### config.mk
export PLATFORM = sky130hd
export DESIGN_NAME = ps2_host_tx
export DESIGN_NICKNAME = d
export VERILOG_FILES = /design/src/rtl/ps2_host_tx.sv
export SDC_FILE = /design/constraint.sdc
export NUM_CORES = 1
export LEC_CHECK = 0
export ABC_CLOCK_PERIOD_IN_PS = 1700
export CORE_ASPECT_RATIO = 1.75
export CORE_UTILIZATION = 52
export CTS_CLUSTER_DIAMETER = 60
export DETAILED_ROUTE_END_ITERATION = 10
export PLACE_DENSITY = 0.75
export SLEW_MARGIN = 25
export SYNTH_ARGS = -nofsm -noshare
export SYNTH_HDL_FRONTEND = slang
export SYNTH_SLANG_ARGS = --single-unit
### constraint.sdc
create_clock -name CLOCK_50 -period 1.7 [get_ports CLOCK_50]
set_clock_uncertainty 0.1 [all_clocks]
set_input_delay 0.34 -clock CLOCK_50 [delete_from_list [all_inputs] [get_ports CLOCK_50]]
set_output_delay 0.34 -clock CLOCK_50 [all_outputs]
set_load 0.005 [all_outputs]
### src/rtl/ps2_host_tx.sv
// PS/2 host-to-device command transmitter.
// Sends one byte to the keyboard using the full host-request sequence:
// hold the clock low, pull the data line low as a start bit, release the
// clock, shift bits out on device falling edges, then check the ACK.
// The bus is driven open-drain through the two *_oe outputs.
module ps2_host_tx #(
  parameter int INHIBIT_CYCLES = 6000,    // clock held low before data is pulled (120 us)
  parameter int REQ_CYCLES     = 100,     // both lines low before clock release (2 us)
  parameter int TIMEOUT_CYCLES = 1000000  // clock release to idle-after-ACK limit (20 ms)
) (
  input  logic       CLOCK_50,
  input  logic       reset,
  input  logic [7:0] tx_data,
  input  logic       tx_valid,
  output logic       tx_ready,
  output logic       busy,
  output logic       tx_done,
  output logic       tx_error,
  output logic [1:0] err_code,
  input  logic       ps2_clk_in,
  input  logic       ps2_dat_in,
  output logic       ps2_clk_oe,
  output logic       ps2_dat_oe
);

  localparam int PH_MAX = (INHIBIT_CYCLES > REQ_CYCLES) ? INHIBIT_CYCLES : REQ_CYCLES;
  localparam int PH_W   = $clog2(PH_MAX + 1);
  localparam int TO_W   = $clog2(TIMEOUT_CYCLES + 1);

  localparam logic [PH_W-1:0] INH_LAST = PH_W'(INHIBIT_CYCLES - 1);
  localparam logic [PH_W-1:0] REQ_LAST = PH_W'(REQ_CYCLES - 1);
  localparam logic [TO_W-1:0] TO_LIMIT = TO_W'(TIMEOUT_CYCLES);

  // Falling edge 11 is the ACK slot; the counter then holds 10.
  localparam logic [3:0] ACK_SLOT = 4'd10;

  localparam logic [1:0] ERR_NONE    = 2'b00;
  localparam logic [1:0] ERR_TIMEOUT = 2'b01;
  localparam logic [1:0] ERR_NOACK   = 2'b10;

  typedef enum logic [2:0] {
    S_IDLE,
    S_INHIBIT,
    S_REQ,
    S_SEND,
    S_WAIT_IDLE
  } state_t;

  state_t state, next_state;

  logic [1:0]      clk_sync, dat_sync;
  logic            clk_prev;
  logic            clk_s, dat_s, clk_fall;
  logic [PH_W-1:0] ph_cnt;
  logic [TO_W-1:0] to_cnt;
  logic [3:0]      bit_cnt;
  logic [7:0]      shift_reg;
  logic            parity;

  logic            accept;
  logic            done_evt;
  logic            err_evt;
  logic [1:0]      err_kind;
  logic            send_bit_oe;
  logic            timed_out;

  assign clk_s     = clk_sync[1];
  assign dat_s     = dat_sync[1];
  assign clk_fall  = clk_prev & ~clk_s;
  assign timed_out = (to_cnt == TO_LIMIT);
  assign tx_ready  = (state == S_IDLE);
  assign busy      = ~tx_ready;

  // Two-flop synchronizers on the pad inputs plus one history flop for edge detection.
  // NOTE: sequential state is assigned with <= so every flop samples the pre-edge values.
  always_ff @(posedge CLOCK_50) begin
    if (reset) begin
      // Idle bus level, so leaving reset never looks like a falling edge.
      clk_sync <= 2'b11;
      dat_sync <= 2'b11;
      clk_prev <= 1'b1;
    end else begin
      clk_sync <= {clk_sync[0], ps2_clk_in};
      dat_sync <= {dat_sync[0], ps2_dat_in};
      clk_prev <= clk_sync[1];
    end
  end

  // State register.
  always_ff @(posedge CLOCK_50) begin
    if (reset) state <= S_IDLE;
    else       state <= next_state;
  end

  // Next-state logic and the one-cycle events that accompany transitions.
  // NOTE: every output of this block gets a default first, so no path can infer a latch.
  always_comb begin
    next_state = state;
    accept     = 1'b0;
    done_evt   = 1'b0;
    err_evt    = 1'b0;
    err_kind   = ERR_NONE;
    case (state)
      S_IDLE: begin
        if (tx_valid) begin
          accept     = 1'b1;
          next_state = S_INHIBIT;
        end
      end
      S_INHIBIT: begin
        if (ph_cnt == INH_LAST) next_state = S_REQ;
      end
      S_REQ: begin
        if (ph_cnt == REQ_LAST) next_state = S_SEND;
      end
      S_SEND: begin
        if (timed_out) begin
          err_evt    = 1'b1;
          err_kind   = ERR_TIMEOUT;
          next_state = S_IDLE;
        end else if (clk_fall && bit_cnt == ACK_SLOT) begin
          if (dat_s) begin
            err_evt    = 1'b1;
            err_kind   = ERR_NOACK;
            next_state = S_IDLE;
          end else begin
            next_state = S_WAIT_IDLE;
          end
        end
      end
      S_WAIT_IDLE: begin
        if (timed_out) begin
          err_evt    = 1'b1;
          err_kind   = ERR_TIMEOUT;
          next_state = S_IDLE;
        end else if (clk_s && dat_s) begin
          done_evt   = 1'b1;
          next_state = S_IDLE;
        end
      end
      default: next_state = S_IDLE;
    endcase
  end

  // Data-line level to drive after the current falling edge: 8 data bits LSB first,
  // then parity, then a released line as the stop bit.
  always_comb begin
    send_bit_oe = 1'b0;
    if (bit_cnt < 4'd8)       send_bit_oe = ~shift_reg[bit_cnt[2:0]];
    else if (bit_cnt == 4'd8) send_bit_oe = ~parity;
  end

  // Phase, timeout and bit counters plus the latched command byte.
  always_ff @(posedge CLOCK_50) begin
    if (reset) begin
      ph_cnt    <= '0;
      to_cnt    <= '0;
      bit_cnt   <= '0;
      shift_reg <= '0;
      parity    <= 1'b0;
    end else begin
      if ((state == S_INHIBIT || state == S_REQ) && next_state == state)
        ph_cnt <= ph_cnt + 1'b1;
      else
        ph_cnt <= '0;

      // Runs only once the clock is released; saturates instead of wrapping.
      if (state == S_SEND || state == S_WAIT_IDLE) begin
        if (!timed_out) to_cnt <= to_cnt + 1'b1;
      end else begin
        to_cnt <= '0;
      end

      if (accept) begin
        shift_reg <= tx_data;
        parity    <= ~^tx_data;
        bit_cnt   <= '0;
      end else if (state == S_SEND && clk_fall) begin
        bit_cnt <= bit_cnt + 4'd1;
      end
    end
  end

  // Registered bus drivers and status outputs.
  always_ff @(posedge CLOCK_50) begin
    if (reset) begin
      ps2_clk_oe <= 1'b0;
      ps2_dat_oe <= 1'b0;
      tx_done    <= 1'b0;
      tx_error   <= 1'b0;
      err_code   <= ERR_NONE;
    end else begin
      tx_done  <= done_evt;
      tx_error <= err_evt;

      if (accept)       err_code <= ERR_NONE;
      else if (err_evt) err_code <= err_kind;

      ps2_clk_oe <= (state == S_INHIBIT) || (state == S_REQ);

      case (state)
        S_REQ:   ps2_dat_oe <= 1'b1;  // start bit
        S_SEND:  if (clk_fall) ps2_dat_oe <= send_bit_oe;
        default: ps2_dat_oe <= 1'b0;
      endcase
    end
  end

endmodule

==> flow_results.xml <==
<?xml version="1.0" encoding="UTF-8"?>
<metrics>
  <group name="placement">
    <metric name="port_buffers" unit="">20</metric>
  </group>
  <group name="floorplan">
    <metric name="floorplan.io_pins" unit="">21</metric>
    <metric name="std_cell_rows" unit="">34</metric>
    <metric name="floorplan.core_util" unit="%">54.6</metric>
    <metric name="floorplan.die.width" unit="um">57.1</metric>
    <metric name="design.die.area" unit="sq um">5620</metric>
  </group>
  <group name="global_route">
    <metric name="met1_usage" unit="%">25.6</metric>
    <metric name="vias_in_the_first_global_route" unit="">2508</metric>
    <metric name="antenna_found_initial" unit="">0</metric>
  </group>
  <group name="drt">
    <metric name="antenna_nets_post_route" unit="">0</metric>
    <metric name="detailroute.wirelength.met3" unit="um">223</metric>
    <metric name="drt-pass1-iter-count" unit="">7</metric>
    <metric name="met2_wirelength" unit="mm">3.63</metric>
    <metric name="viasPerCell" unit="">5.62</metric>
    <metric name="post-route-drc-count" unit="">2</metric>
    <metric name="drt_first_iter_violations" unit="">73</metric>
    <metric name="detail_route.wirelength.met1" unit="mm">2.48</metric>
  </group>
  <group name="setup_path">
    <metric name="r2r_end" unit="">ph_cnt[12]</metric>
    <metric name="crit_path_end_kind" unit="">flip-flop</metric>
    <metric name="worst-r2r-cell-count" unit="">6</metric>
    <metric name="critical_path.max_stage_delay" unit="ps">550</metric>
    <metric name="worstSetupStartpointType" unit="">flip-flop</metric>
    <metric name="critPathRequiredTime" unit="ps">1830</metric>
    <metric name="rr_startpoint" unit="">to_cnt[12]</metric>
    <metric name="rrSetupSlack" unit="ps">-270</metric>
    <metric name="critical-path-slowest-cell" unit="">sky130_fd_sc_hd__or4b_4</metric>
    <metric name="crit_arrival" unit="ps">2100</metric>
    <metric name="worst_path_dominant_cell_family" unit="">simple AND/OR/NAND/NOR gates</metric>
    <metric name="worstPathBufferInverterCount" unit="">1</metric>
    <metric name="path_cells" unit="">or4b_4 -&gt; nor3_2 -&gt; a21oi_2 -&gt; a221oi_4 -&gt; buf_12 -&gt; nor3_1</metric>
  </group>
  <group name="yosys">
    <metric name="postSynthAreaPerCell" unit="sq um">8.95</metric>
    <metric name="seq_total_area_yosys" unit="%">43.4</metric>
    <metric name="yosysCellCount" unit="">309</metric>
    <metric name="yosys_warnings" unit="">0</metric>
    <metric name="post_synth_inst_count" unit="">309</metric>
    <metric name="yosys-stat-area" unit="sq um">2770</metric>
    <metric name="ys.flop_type" unit="">sky130_fd_sc_hd__dfxtp_1</metric>
    <metric name="synthDistinctLibCells" unit="">48</metric>
    <metric name="synth-adder-area-share" unit="%">2.71</metric>
    <metric name="post_synth_edffs" unit="">0</metric>
    <metric name="mux_area_share" unit="%">3.30</metric>
    <metric name="synthesis.area" unit="sq um">2770</metric>
    <metric name="simple_gate_area_share" unit="%">28.7</metric>
    <metric name="synth-seq-cells" unit="">60</metric>
    <metric name="number_of_nets_at_floorplan" unit="">328</metric>
  </group>
  <group name="cells_and_area">
    <metric name="largest_register_ffs" unit="">20</metric>
    <metric name="layout_cells_sized_above_1" unit="%">29.9</metric>
    <metric name="area_growth_syn_to_layout" unit="%">35.3</metric>
    <metric name="fill_cells" unit="">346</metric>
    <metric name="postLayoutCoreUtil" unit="%">73.9</metric>
    <metric name="num_antenna_cells" unit="">0</metric>
  </group>
  <group name="hold_path">
    <metric name="hold-path-cell-count" unit="">1</metric>
    <metric name="hold_path.startpoint" unit="">clk_sync[0]</metric>
    <metric name="worstHoldEndpoint" unit="">clk_sync[1]</metric>
    <metric name="hold_class" unit="">flip-flop to flip-flop</metric>
  </group>
  <group name="power_and_ir_drop">
    <metric name="power_density" unit="nW/um^2">834</metric>
    <metric name="vdd_ir_drop_max" unit="uV">622</metric>
    <metric name="power_leakage" unit="nW">1.38</metric>
  </group>
  <group name="clock_network">
    <metric name="max-clock-path-buffers" unit="">2</metric>
    <metric name="clockRootBuffer" unit="">sky130_fd_sc_hd__clkbuf_8</metric>
    <metric name="hold_buffers" unit="">0</metric>
    <metric name="htree_levels" unit="">3</metric>
    <metric name="cts-resized-gates" unit="">15</metric>
    <metric name="post-cts-setup-buffers" unit="">3</metric>
    <metric name="clk_latency" unit="ps">350</metric>
    <metric name="clkTransAtPathRegs" unit="ps">70</metric>
  </group>
  <group name="run">
    <metric name="maxCapViolCount" unit="">0</metric>
  </group>
  <group name="timing">
    <metric name="final.hold.worst_slack" unit="ps">322</metric>
    <metric name="total_count_of_hold_check_failures_in_the_final_report" unit="">0</metric>
    <metric name="rsz0062_at_grt" unit="">true</metric>
    <metric name="min_period" unit="ps">1970</metric>
    <metric name="worst_slack" unit="ps">-272</metric>
    <metric name="timing.final.setup_violations" unit="">16</metric>
    <metric name="worst-slew-pin-transition" unit="ps">450</metric>
  </group>
  <group name="outcome">
    <metric name="violations_in_the_final_reports" unit="">design-rule violations, negative setup slack</metric>
    <metric name="status" unit="">finished with violations</metric>
  </group>
</metrics>
cells in the final DEF, fill, tap and decap left out, drive strengths merged, types with 3 or more instances in the layout:
cell and n:
and2 4, nand2b 4, nand2 39, clkbuf 10, or4b 3, nor3 13
dfxtp 60, nor2b 4, nor4 7, a21oi 15, inv 8, clkdlybuf4s50 18
or2 6, xnor2 25, nand4 9, ha 6, xor2 14, nor2 36
and3 9, buf 55, nand3 9, clkinv 4
per-stage QoR:
step | setup slack [ps] | cell area [sq um] | TNS [ps] | total power (W) | cells
after detailed placement | -195 | 3360 | -2320 | 0.00172 | 420
final | -272 | 3740 | -2970 | 0.00312 | 442
after global placement | -158 | 3360 | -1510 | 0.00172 | 420
after floorplan | -119 | 2770 | -815 | 0.00161 | 309
after global routing | -335 | 3740 | -4270 | 0.00323 | 442
after CTS | -202 | 3620 | -1980 | 0.00312 | 439
area by class of cell:
cell class	instances	area (sq um)	area share (%)
Multi-Input combinational cell	230	1580	42.3
Sequential cell	60	1220	32.5
Timing Repair Buffer	74	628	16.8
Clock buffer	9	124	3.31
Clock inverter	7	91.3	2.44
Tap cell	54	67.6	1.81
Inverter	8	30.0	0.802
power by group:
| part | internal, W | switching, W |
|---|---|---|
| registers | 0.00144 | 0.0000185 |
| clock network | 0.000819 | 0.000586 |
| logic | 0.000139 | 0.000124 |
how the worst max path moves through the flow:
| stage | to | slack (ps) | startpoint | cells past startpoint |
|---|---|---|---|---|
| floorplan | state[0] | -120 | to_cnt[5] | 5 |
| global placement | ph_cnt[10] | -160 | to_cnt[5] | 5 |
| detailed placement | ph_cnt[1] | -190 | reset | 5 |
| CTS | ph_cnt[0] | -200 | to_cnt[2] | 5 |
| global route | ph_cnt[12] | -340 | to_cnt[12] | 6 |
| finish | ph_cnt[12] | -270 | to_cnt[12] | 6 |
cell usage after synthesis, types with 2 or more instances:
cell	n	share of area [%]
sky130_fd_sc_hd__dfxtp_1	60	43
sky130_fd_sc_hd__nand2_1	39	5.3
sky130_fd_sc_hd__nor2_1	36	4.9
sky130_fd_sc_hd__xnor2_1	25	7.9
sky130_fd_sc_hd__a21oi_1	14	2.5
sky130_fd_sc_hd__xor2_1	14	4.4
sky130_fd_sc_hd__nor3_1	12	2.2
sky130_fd_sc_hd__clkbuf_1	10	1.4
sky130_fd_sc_hd__nand3_1	9	1.6
sky130_fd_sc_hd__nand4_1	9	2.0
sky130_fd_sc_hd__and3_1	8	1.8
sky130_fd_sc_hd__inv_1	8	1.1
sky130_fd_sc_hd__ha_1	6	2.7
sky130_fd_sc_hd__nor4_1	6	1.4
sky130_fd_sc_hd__or2_2	6	1.4
sky130_fd_sc_hd__nand2b_1	4	0.90
sky130_fd_sc_hd__nor2b_1	4	0.90
sky130_fd_sc_hd__and2_1	3	0.68
sky130_fd_sc_hd__a21boi_0	2	0.54
sky130_fd_sc_hd__mux2i_1	2	0.72
sky130_fd_sc_hd__mux4_2	2	1.6
sky130_fd_sc_hd__nor3b_1	2	0.54
sky130_fd_sc_hd__o21ai_0	2	0.36
sky130_fd_sc_hd__or4b_1	2	0.72
==> images/io_placement.png <==
Scale: 6 px per um. Pins as bars across the die edge, other pins in grey.
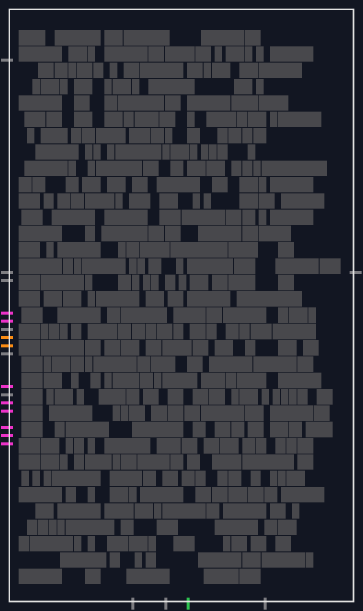
ps2_dat_oe -> green  # pins 1, direction output, edge south
tx_data -> magenta  # pins 8, direction input, edge west
err_code -> orange  # pins 2, direction output, edge west

==> images/io_fan.png <==
Scale: 4 px per um.
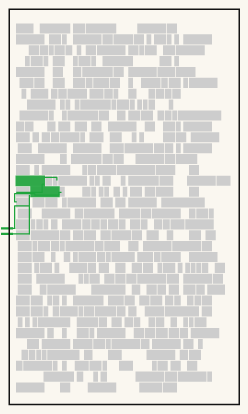
err_code -> green  # bits 2, direction output, end cells 2, wire 52.1 um

==> images/wires.png <==
Scale: 4 px per um. Only two layers are drawn.
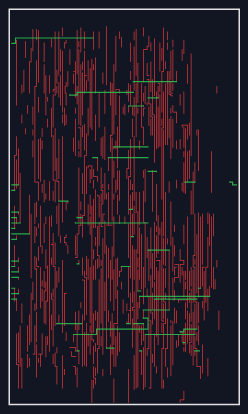
metal 3 -> green  # wire length 224 um
metal 2 -> red  # wire length 3630 um

==> images/layer_met2.png <==
Scale: 6 px per um.
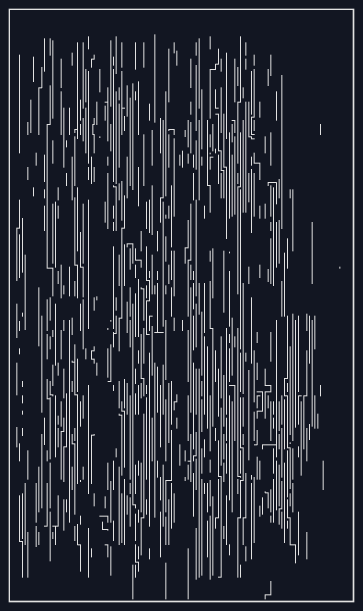
main direction = vertical
share of all routed wire = 55%
longest straight run = 34.7 um
wire length on this layer = 3630 um
nets with wire on the layer = 357
Final Routed Wirelength: 6.59 mm
vias after detailed routing: 2485
met2 capacity usage during global routing: 43.7%

Power and IR drop assume default switching activity.
